**config.mk**
```make
export PLATFORM = sky130hd
export DESIGN_NAME = crossbar_arbiter
export DESIGN_NICKNAME = d
export VERILOG_FILES = /design/src/rtl/crossbar_pkg.sv /design/src/rtl/rr_priority_pick.sv /design/src/rtl/crossbar_arbiter.sv
export SDC_FILE = /design/constraint.sdc
export NUM_CORES = 1
export LEC_CHECK = 0
export ABC_AREA = 1
export CAP_MARGIN = 0
export CORE_AREA = 2 2 275 277
export DETAILED_ROUTE_END_ITERATION = 7
export DIE_AREA = 0 0 277 279
export SYNTH_ARGS = -nofsm -noshare
export SYNTH_HDL_FRONTEND = slang
export SYNTH_SLANG_ARGS = --single-unit
```
**constraint.sdc**
```tcl
create_clock -name i_clk -period 5.4 [get_ports i_clk]
set_clock_uncertainty 0.1 [all_clocks]
set_input_delay 1.08 -clock i_clk [delete_from_list [all_inputs] [get_ports i_clk]]
set_output_delay 1.08 -clock i_clk [all_outputs]
set_load 0.02 [all_outputs]
```
**src/rtl/crossbar_pkg.sv**
```systemverilog
// Shared types and widths for the crossbar egress arbiter.
package crossbar_pkg;
    localparam int AXIS_DATA_W = 64;
    localparam int AXIS_KEEP_W = 8;
    localparam int DEF_PORTS   = 8;

    typedef enum logic [1:0] {
        ST_IDLE     = 2'd0,
        ST_GRANT    = 2'd1,
        ST_WAIT_SOP = 2'd2,
        ST_XFER     = 2'd3
    } xbar_state_e;
endpackage

```
**src/rtl/rr_priority_pick.sv**
```systemverilog
// Round-robin pick: first requester searching upward from last_i+1, wrapping.
module rr_priority_pick
    import crossbar_pkg::*;
#(
    parameter int P_PORTS = DEF_PORTS,
    parameter int P_IDX_W = 3
) (
    input  logic [P_PORTS-1:0] req_i,
    input  logic [P_IDX_W-1:0] last_i,
    output logic [P_IDX_W-1:0] idx_o,
    output logic               found_o
);
    always_comb begin
        int cand;
        cand    = 0;
        idx_o   = '0;
        found_o = 1'b0;
        for (int i = 1; i <= P_PORTS; i++) begin
            cand = int'(last_i) + i;
            if (cand >= P_PORTS) cand = cand - P_PORTS;
            if (!found_o && req_i[cand]) begin
                found_o = 1'b1;
                idx_o   = P_IDX_W'(cand);
            end
        end
    end
endmodule

```
**src/rtl/crossbar_arbiter.sv**
```systemverilog
// Egress-port arbiter: round-robin grant, AXIS packet mux with back-pressure,
// and a watchdog that releases the port if the granted point never starts.
module crossbar_arbiter
    import crossbar_pkg::*;
#(
    parameter int P_PORTS   = DEF_PORTS,
    parameter int P_IDX_W   = 3,
    parameter int P_TIMEOUT = 64
) (
    input  logic                           i_clk,
    input  logic                           i_rst,
    input  logic [P_PORTS-1:0]             i_trans_req,
    output logic [P_PORTS-1:0]             o_trans_grant,
    input  logic [P_PORTS-1:0]             s_axis_tvalid,
    input  logic [AXIS_DATA_W*P_PORTS-1:0] s_axis_tdata,
    input  logic [P_PORTS-1:0]             s_axis_tlast,
    input  logic [AXIS_KEEP_W*P_PORTS-1:0] s_axis_tkeep,
    input  logic [P_PORTS-1:0]             s_axis_tuser,
    output logic [P_PORTS-1:0]             s_axis_tready,
    output logic                           m_axis_tvalid,
    output logic [AXIS_DATA_W-1:0]         m_axis_tdata,
    output logic                           m_axis_tlast,
    output logic [AXIS_KEEP_W-1:0]         m_axis_tkeep,
    output logic                           m_axis_tuser,
    input  logic                           m_axis_tready,
    output logic                           o_busy,
    output logic [P_IDX_W-1:0]             o_grant_idx,
    output logic                           o_timeout
);
    localparam int              CNT_W    = $clog2(P_TIMEOUT);
    localparam logic [CNT_W-1:0] CNT_LAST = CNT_W'(P_TIMEOUT - 1);

    xbar_state_e        state_q, state_d;
    logic [P_IDX_W-1:0] last_q, last_d;
    logic [P_IDX_W-1:0] sel_q, sel_d;
    logic [CNT_W-1:0]   cnt_q, cnt_d;
    logic [P_IDX_W-1:0] pick_idx;
    logic               pick_found;
    logic               mux_active;
    logic               beat_acc;

    rr_priority_pick #(
        .P_PORTS(P_PORTS),
        .P_IDX_W(P_IDX_W)
    ) u_pick (
        .req_i  (i_trans_req),
        .last_i (last_q),
        .idx_o  (pick_idx),
        .found_o(pick_found)
    );

    always_ff @(posedge i_clk or posedge i_rst) begin
        if (i_rst) begin
            state_q <= ST_IDLE;
            last_q  <= P_IDX_W'(P_PORTS - 1);
            sel_q   <= '0;
            cnt_q   <= '0;
        end else begin
            state_q <= state_d;
            last_q  <= last_d;
            sel_q   <= sel_d;
            cnt_q   <= cnt_d;
        end
    end

    assign mux_active  = (state_q == ST_WAIT_SOP) || (state_q == ST_XFER);
    assign o_busy      = (state_q != ST_IDLE);
    assign o_grant_idx = sel_q;

    // Zero-latency mux; only the selected point ever sees ready.
    always_comb begin
        m_axis_tvalid = 1'b0;
        m_axis_tdata  = '0;
        m_axis_tlast  = 1'b0;
        m_axis_tkeep  = '0;
        m_axis_tuser  = 1'b0;
        s_axis_tready = '0;
        if (mux_active) begin
            m_axis_tvalid        = s_axis_tvalid[sel_q];
            m_axis_tdata         = s_axis_tdata[int'(sel_q)*AXIS_DATA_W +: AXIS_DATA_W];
            m_axis_tlast         = s_axis_tlast[sel_q];
            m_axis_tkeep         = s_axis_tkeep[int'(sel_q)*AXIS_KEEP_W +: AXIS_KEEP_W];
            m_axis_tuser         = s_axis_tuser[sel_q];
            s_axis_tready[sel_q] = m_axis_tready;
        end
    end

    assign beat_acc = m_axis_tvalid & m_axis_tready;

    always_comb begin
        state_d       = state_q;
        last_d        = last_q;
        sel_d         = sel_q;
        cnt_d         = cnt_q;
        o_trans_grant = '0;
        o_timeout     = 1'b0;
        case (state_q)
            ST_IDLE: begin
                if (pick_found) begin
                    sel_d   = pick_idx;
                    state_d = ST_GRANT;
                end
            end
            ST_GRANT: begin
                o_trans_grant[sel_q] = 1'b1;
                cnt_d                = '0;
                state_d              = ST_WAIT_SOP;
            end
            ST_WAIT_SOP: begin
                // A beat landing on the last watchdog cycle still counts.
                if (beat_acc) begin
                    if (m_axis_tlast) begin
                        last_d  = sel_q;
                        state_d = ST_IDLE;
                    end else begin
                        state_d = ST_XFER;
                    end
                end else if (cnt_q == CNT_LAST) begin
                    o_timeout = 1'b1;
                    last_d    = sel_q;
                    state_d   = ST_IDLE;
                end else begin
                    cnt_d = cnt_q + 1'b1;
                end
            end
            ST_XFER: begin
                if (beat_acc && m_axis_tlast) begin
                    last_d  = sel_q;
                    state_d = ST_IDLE;
                end
            end
            default: state_d = ST_IDLE;
        endcase
    end
endmodule
```
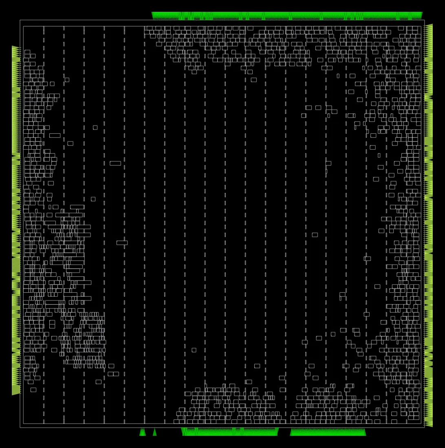
Run 1: cell placement
core outline area: 0.0741 sq mm
post-layout utilization of the core: 18.1%
fillcell total: 8395
placement row count: 100

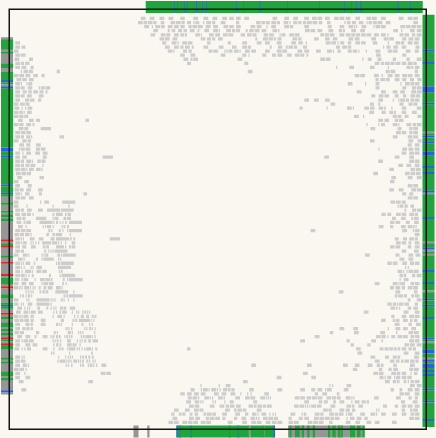
Run 1: pin placement
Scale: 1.5 px per um. Pins as bars across the die edge, other pins in gray.
legend:
  blue:
    port: m_axis_tdata
    pins: 64
    direction: output
    edge: 31 right, 18 top, 9 left, 6 bottom
  green:
    port: s_axis_tdata
    pins: 512
    direction: input
    edge: 182 top, 163 right, 87 left, 80 bottom
  red:
    port: s_axis_tready
    pins: 8
    direction: output
    edge: left
all pins by edge: 202 right, 200 top, 175 left, 130 bottom
DIE HEIGHT: 279 um
number of input and output port buffers inserted: 706
die width: 277 um

==> results_tabular.tex, run 1 <==
% Yosys + OpenROAD metrics
\begin{tabular}{lr}
\hline
Metric & Value \\
\hline
\multicolumn{2}{l}{\textbf{Outcome}} \\
\quad Run status & finished clean \\
\multicolumn{2}{l}{\textbf{Clock tree}} \\
\quad Cts hold-fix bufs & 0 \\
\quad Bufs on Longest Clock Path & 2 \\
\quad Clock H-tree levels & 1 \\
\multicolumn{2}{l}{\textbf{Global routing}} \\
\quad Number of antenna violations at the first check in global routing & 30 \\
\quad Number of global-route vias before repair & 9859 \\
\quad Most crowded layer after global routing & met2 \\
\multicolumn{2}{l}{\textbf{Synthesis}} \\
\quad Synth top cells by count & nand2\_1 (215), a22oi\_1 (123), a221oi\_1 (52) \\
\quad Total standard cell area after synthesis & 0.00510 sq mm \\
\quad Mapped Avg Cell Area & 6.21 sq um \\
\quad Number of synthesized register bits & 14 \\
\multicolumn{2}{l}{\textbf{Setup path}} \\
\quad Kind of start point of the critical path & flop \\
\multicolumn{2}{l}{\textbf{Drt}} \\
\quad Routed WL & 56.5 mm \\
\quad Post-detailed-route count of antenna-violating nets & 0 \\
\quad Number of DRC violations after detailed routing & 0 \\
\multicolumn{2}{l}{\textbf{Timing}} \\
\quad Setup repair after global routing missed its margin & no \\
\quad Number of setup violations in the final report & 0 \\
\quad Final period utilization & 85.5\% \\
\multicolumn{2}{l}{\textbf{Pwr}} \\
\quad Clk pwr share & 2.9\% \\
\quad Leak Pwr & 4.54 nW \\
\quad Power after layout & 5.48 mW \\
\quad Switching part of the total & 57.0\% \\
\multicolumn{2}{l}{\textbf{Cells and area}} \\
\quad Fraction of area in clock buffers and inverters & 0.664\% \\
\quad Multi-input gates & 680 \\
\quad Final net count & 2094 \\
\multicolumn{2}{l}{\textbf{Die}} \\
\quad Core utilization before placement & 6.89\% \\
\hline
\end{tabular}
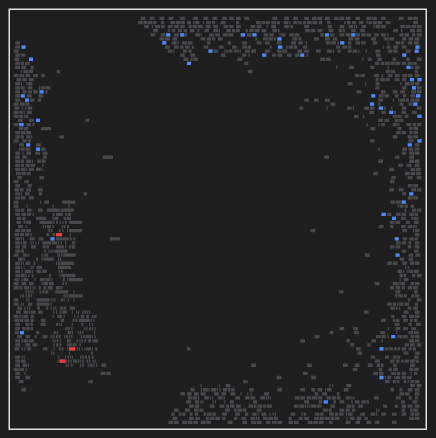
Run 1: logic cells by family
Scale: 1.5 px per um.
legend:
  red:
    family: fa/ha/maj cells
    cells: 3
    most_used: ha_1
  blue:
    family: non-inverting ao/oa cells
    cells: 51
    most_used: a22o_1
commonest non-fill, non-tap cell in the layout: clkdlybuf4s50_1
Cell Count, Final, Fillers Out: 2462
Comb area share: 31.2%

-- run 1: power groups by stage --
stage               Clock (mW)  Sequential (mW)  Combinational [mW]
global route             0.165            0.251                5.46
detailed placement           0            0.243                5.10
floorplan                    0            0.210                2.76
finish                   0.160            0.241                5.08
global placement             0            0.239                5.10
CTS                      0.159            0.241                5.12
-- run 1: cells in the final DEF, fill, tap and decap left out, types with 9 or more instances in the layout --
cell	netlist	routed
diode_2	0	14
nand2_1	215	215
a22oi_1	123	123
dfrtp_1	11	11
nand3_1	31	31
a41oi_1	44	44
a221oi_1	52	52
nand3_2	9	9
clkdlybuf4s50_1	0	706
buf_4	2	17
a22o_1	51	51
inv_1	36	34
a21oi_1	23	23
nor2_1	46	46
a31oi_1	30	30
-- run 1: cell families after synthesis --
logic type,share of synthesized area [%]
compound gates,51.7
simple gates,28.7
buf+inv,11.1
flops,6.94
xor+xnor,0.859
fa+ha+maj,0.736
-- run 1: registers in the layout, indices dropped and copies added, names as in the netlist --
name	flops
state_q	2
o_grant_idx	3
last_q	3
cnt_q	6
-- run 1: through the flow --
step	util [%]	setup WS, ns	instance area, sq um	cells
detailed placement	17.9	1.01	13300	2444
global placement	17.9	1.05	13300	2444
floorplan	-	2.02	5100	822
finish	18.1	0.785	13400	2462
CTS	18.0	0.746	13300	2448
global route	18.1	0.686	13400	2457
-- run 1: worst min path at each step --
stage | startpoint | endpoint | slack, ns
6_report | cnt_q[4] | cnt_q[4] | 0.43
5_1_grt | cnt_q[4] | cnt_q[4] | 0.47
4_1_cts | cnt_q[4] | cnt_q[4] | 0.44
3_5_place_dp | cnt_q[4] | cnt_q[4] | 0.43
3_3_place_gp | cnt_q[4] | cnt_q[4] | 0.41
2_1_floorplan | cnt_q[4] | cnt_q[4] | 0.39
Run 1, port wiring:
Scale: 1 px per um.
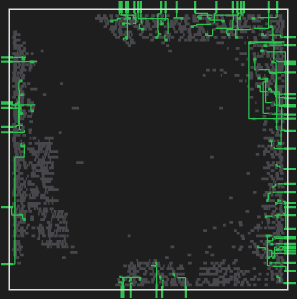

## Run 2: what changed since run 1
--- a/config.mk
+++ b/config.mk
@@ -7,9 +7,9 @@
 export LEC_CHECK = 0
 export ABC_AREA = 1
 export CAP_MARGIN = 0
-export CORE_AREA = 2 2 275 277
+export CORE_AREA = 2 2 277 279
 export DETAILED_ROUTE_END_ITERATION = 7
-export DIE_AREA = 0 0 277 279
+export DIE_AREA = 0 0 279 281
 export SYNTH_ARGS = -nofsm -noshare
 export SYNTH_HDL_FRONTEND = slang
 export SYNTH_SLANG_ARGS = --single-unit
==> constraint.sdc (replaced) <==
create_clock -name i_clk -period 4.4 [get_ports i_clk]
set_clock_uncertainty 0.1 [all_clocks]
set_input_delay 0.88 -clock i_clk [delete_from_list [all_inputs] [get_ports i_clk]]
set_output_delay 0.88 -clock i_clk [all_outputs]
set_load 0.02 [all_outputs]
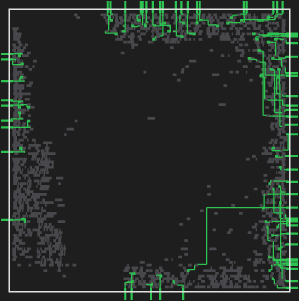
Run 2: port wiring
Scale: 1 px per um.
legend:
  green:
    port: m_axis_tdata
    bits: 64
    direction: output
    edge: 31 right, 19 top, 9 left, 5 bottom
    end_cells: 64
    buffers: 64
    wire: 1840 um
IO Count: 707

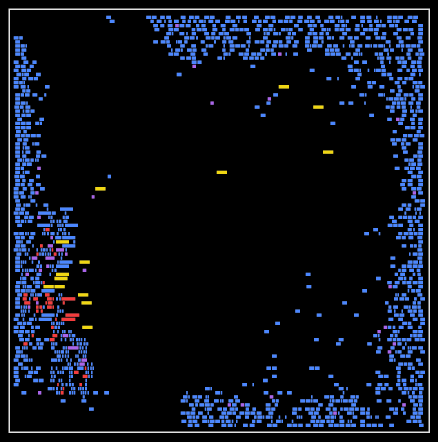
Run 2: cells by drive strength
Scale: 1.5 px per um.
legend:
  red:
    size: x2
    cells: 38
  blue:
    size: x1 and smaller
    cells: 1400
  purple:
    size: x3 and x4
    cells: 38
  yellow:
    size: x6 and larger
    cells: 14
Repair and plain buffers: 739
layout overhead on the synthesized area: 166%
post-route cell area: 0.0136 sq mm
final worst slack: 0.391 ns

==> run 2 against run 1 <==
Net effect:
- die area is 1.4% higher
- count of clock-buffer cells in the layout stayed put
- global-route usage is 0.091 points higher
- routed wire length is 2.5% higher
- critical endpoint is now o_timeout
- largest cell class unchanged
==> results_tabular.tex, run 2 <==
% Yosys + OpenROAD metrics
\begin{tabular}{lr}
\hline
Metric & Value \\
\hline
\multicolumn{2}{l}{\textbf{Outcome}} \\
\quad Run status & finished clean (unchanged) \\
\multicolumn{2}{l}{\textbf{Setup path}} \\
\quad Element type at the critical path end & output pin (unchanged) \\
\quad R2R Path End & o\_grant\_idx[1] (was o\_grant\_idx[0]) \\
\quad Kind of start point of the critical path & flop (unchanged) \\
\multicolumn{2}{l}{\textbf{Die}} \\
\quad Core utilization before placement & 6.76\% (was 6.89\%) \\
\quad DIE HEIGHT & 281 um (was 279 um) \\
\quad Placement row count & 101 (was 100) \\
\quad Core outline area & 0.0754 sq mm (was 0.0741 sq mm) \\
\quad Die width & 279 um (was 277 um) \\
\multicolumn{2}{l}{\textbf{Cells and area}} \\
\quad Post-layout utilization of the core & 18.0\% (was 18.1\%) \\
\quad Register with the highest flop count & cnt\_q (unchanged) \\
\quad Fillcell total & 8590 (was 8395) \\
\quad Commonest cells after routing, fill and taps aside & clkdlybuf4s50\_1 (704), nand2\_1 (215), a22oi\_1 (123) (was clkdlybuf4s50\_1 (706), nand2\_1 (215), a22oi\_1 (123)) \\
\quad Commonest non-fill, non-tap cell in the layout & clkdlybuf4s50\_1 (unchanged) \\
\quad Final net count & 2105 (was 2094) \\
\quad Cell Count, Final, Fillers Out & 2489 (was 2462) \\
\multicolumn{2}{l}{\textbf{Synthesis}} \\
\quad Cell types with the largest area share after synthesis & a22oi\_1 (18\%), nand2\_1 (16\%), a221oi\_1 (8.9\%) (unchanged) \\
\quad Synth top cells by count & nand2\_1 (215), a22oi\_1 (123), a221oi\_1 (52) (unchanged) \\
\quad Total standard cell area after synthesis & 0.00510 sq mm (unchanged) \\
\quad Number of synthesized register bits & 14 (unchanged) \\
\multicolumn{2}{l}{\textbf{Clock tree}} \\
\quad Clock insertion delay at the later pin of the skew report & 0.25 ns (about the same) \\
\quad Clock H-tree levels & 1 (unchanged) \\
\quad Bufs on Longest Clock Path & 2 (unchanged) \\
\quad Cts hold-fix bufs & 0 (unchanged) \\
\multicolumn{2}{l}{\textbf{Global routing}} \\
\quad Number of global-route vias before repair & 10097 (was 9859) \\
\quad Most crowded layer after global routing & met2 (unchanged) \\
\quad Number of antenna violations at the first check in global routing & 35 (was 30) \\
\multicolumn{2}{l}{\textbf{Timing}} \\
\quad Number of setup violations in the final report & 0 (unchanged) \\
\quad Setup repair after global routing missed its margin & no (unchanged) \\
\quad Final period utilization & 91.1\% \\
\quad Total Negative Setup Slacks & 0 ns (unchanged) \\
\multicolumn{2}{l}{\textbf{Worst hold path}} \\
\quad Startpoint of the worst hold path & cnt\_q[4] (unchanged) \\
\quad Min-Delay Endpoint & cnt\_q[4] (unchanged) \\
\quad Number of cells traversed by the worst hold path & 2 (unchanged) \\
\multicolumn{2}{l}{\textbf{Place}} \\
\quad Post-placement cell area & 0.0134 sq mm (was 0.0133 sq mm) \\
\quad Pre-CTS setup slack & 0.469 ns (was 1.01 ns) \\
\quad Number of input and output port buffers inserted & 706 (unchanged) \\
\quad Cells after DPL & 2464 (was 2444) \\
\multicolumn{2}{l}{\textbf{Pwr}} \\
\quad Leak Pwr & 4.62 nW (was 4.54 nW) \\
\quad Net switching component of the power & 3.83 mW (was 3.12 mW) \\
\quad Power after layout & 6.82 mW (was 5.48 mW) \\
\multicolumn{2}{l}{\textbf{Drt}} \\
\quad Routed WL & 57.9 mm (was 56.5 mm) \\
\quad Number of DRC violations after detailed routing & 0 (unchanged) \\
\quad Post-detailed-route count of antenna-violating nets & 0 (unchanged) \\
\hline
\end{tabular}
## run 2: cell types whose count changed in the layout (fill, tap and decap cells not counted), sizes merged
| cell | change |
|---|---|
| clkdlybuf4s50 | -2 |
| inv | +3 |
| diode | +7 |
| clkinv | -3 |
| buf | +13 |
## run 2: cell families (layout without fill, tap and decap cells)
| kind of cell | after synthesis | in the layout | synth area share [%] |
|---|---|---|---|
| AND-OR/OR-AND | 341 | 341 | 51.7 |
| XOR/XNOR | 5 | 5 | 0.859 |
| adder cells (fa/ha/maj) | 3 | 3 | 0.736 |
| buffers and inverters | 128 | 796 | 11.1 |
| flip-flops | 14 | 14 | 6.94 |
| other | 0 | 21 | 0 |
| AND/OR/NAND/NOR | 331 | 331 | 28.7 |
## run 2: area by class of cell
class                      instances  area (sq um)  area share (%)
inverter                          53           220            1.62
clock buffer                       4          78.8           0.581
sequential                        14           354            2.61
timing repair buffer             739          7450            54.9
tap                              978          1220            9.03
multi-input combinational        680          4180            30.8
antenna                           21          52.6           0.388
## run 2: worst max path at each step
stage                  endpoint  cells after the start              from
6_report              o_timeout                     10    o_grant_idx[0]
3_5_place_dp          o_timeout                      9  s_axis_tvalid[7]
2_1_floorplan         o_timeout                      7  s_axis_tvalid[7]
5_1_grt            m_axis_tlast                     10    o_grant_idx[1]
3_3_place_gp          o_timeout                      9  s_axis_tvalid[7]
4_1_cts        m_axis_tdata[42]                      7    o_grant_idx[1]
## run 2: power by group through the flow
stage	sequential, mW	combinational [mW]	clock [mW]
after floorplan	0.258	3.39	0
after global placement	0.297	6.37	0
after detailed placement	0.297	6.38	0
after CTS	0.296	6.40	0.179
after global routing	0.311	6.83	0.189
final	0.298	6.34	0.178
Power and IR drop assume default switching activity.
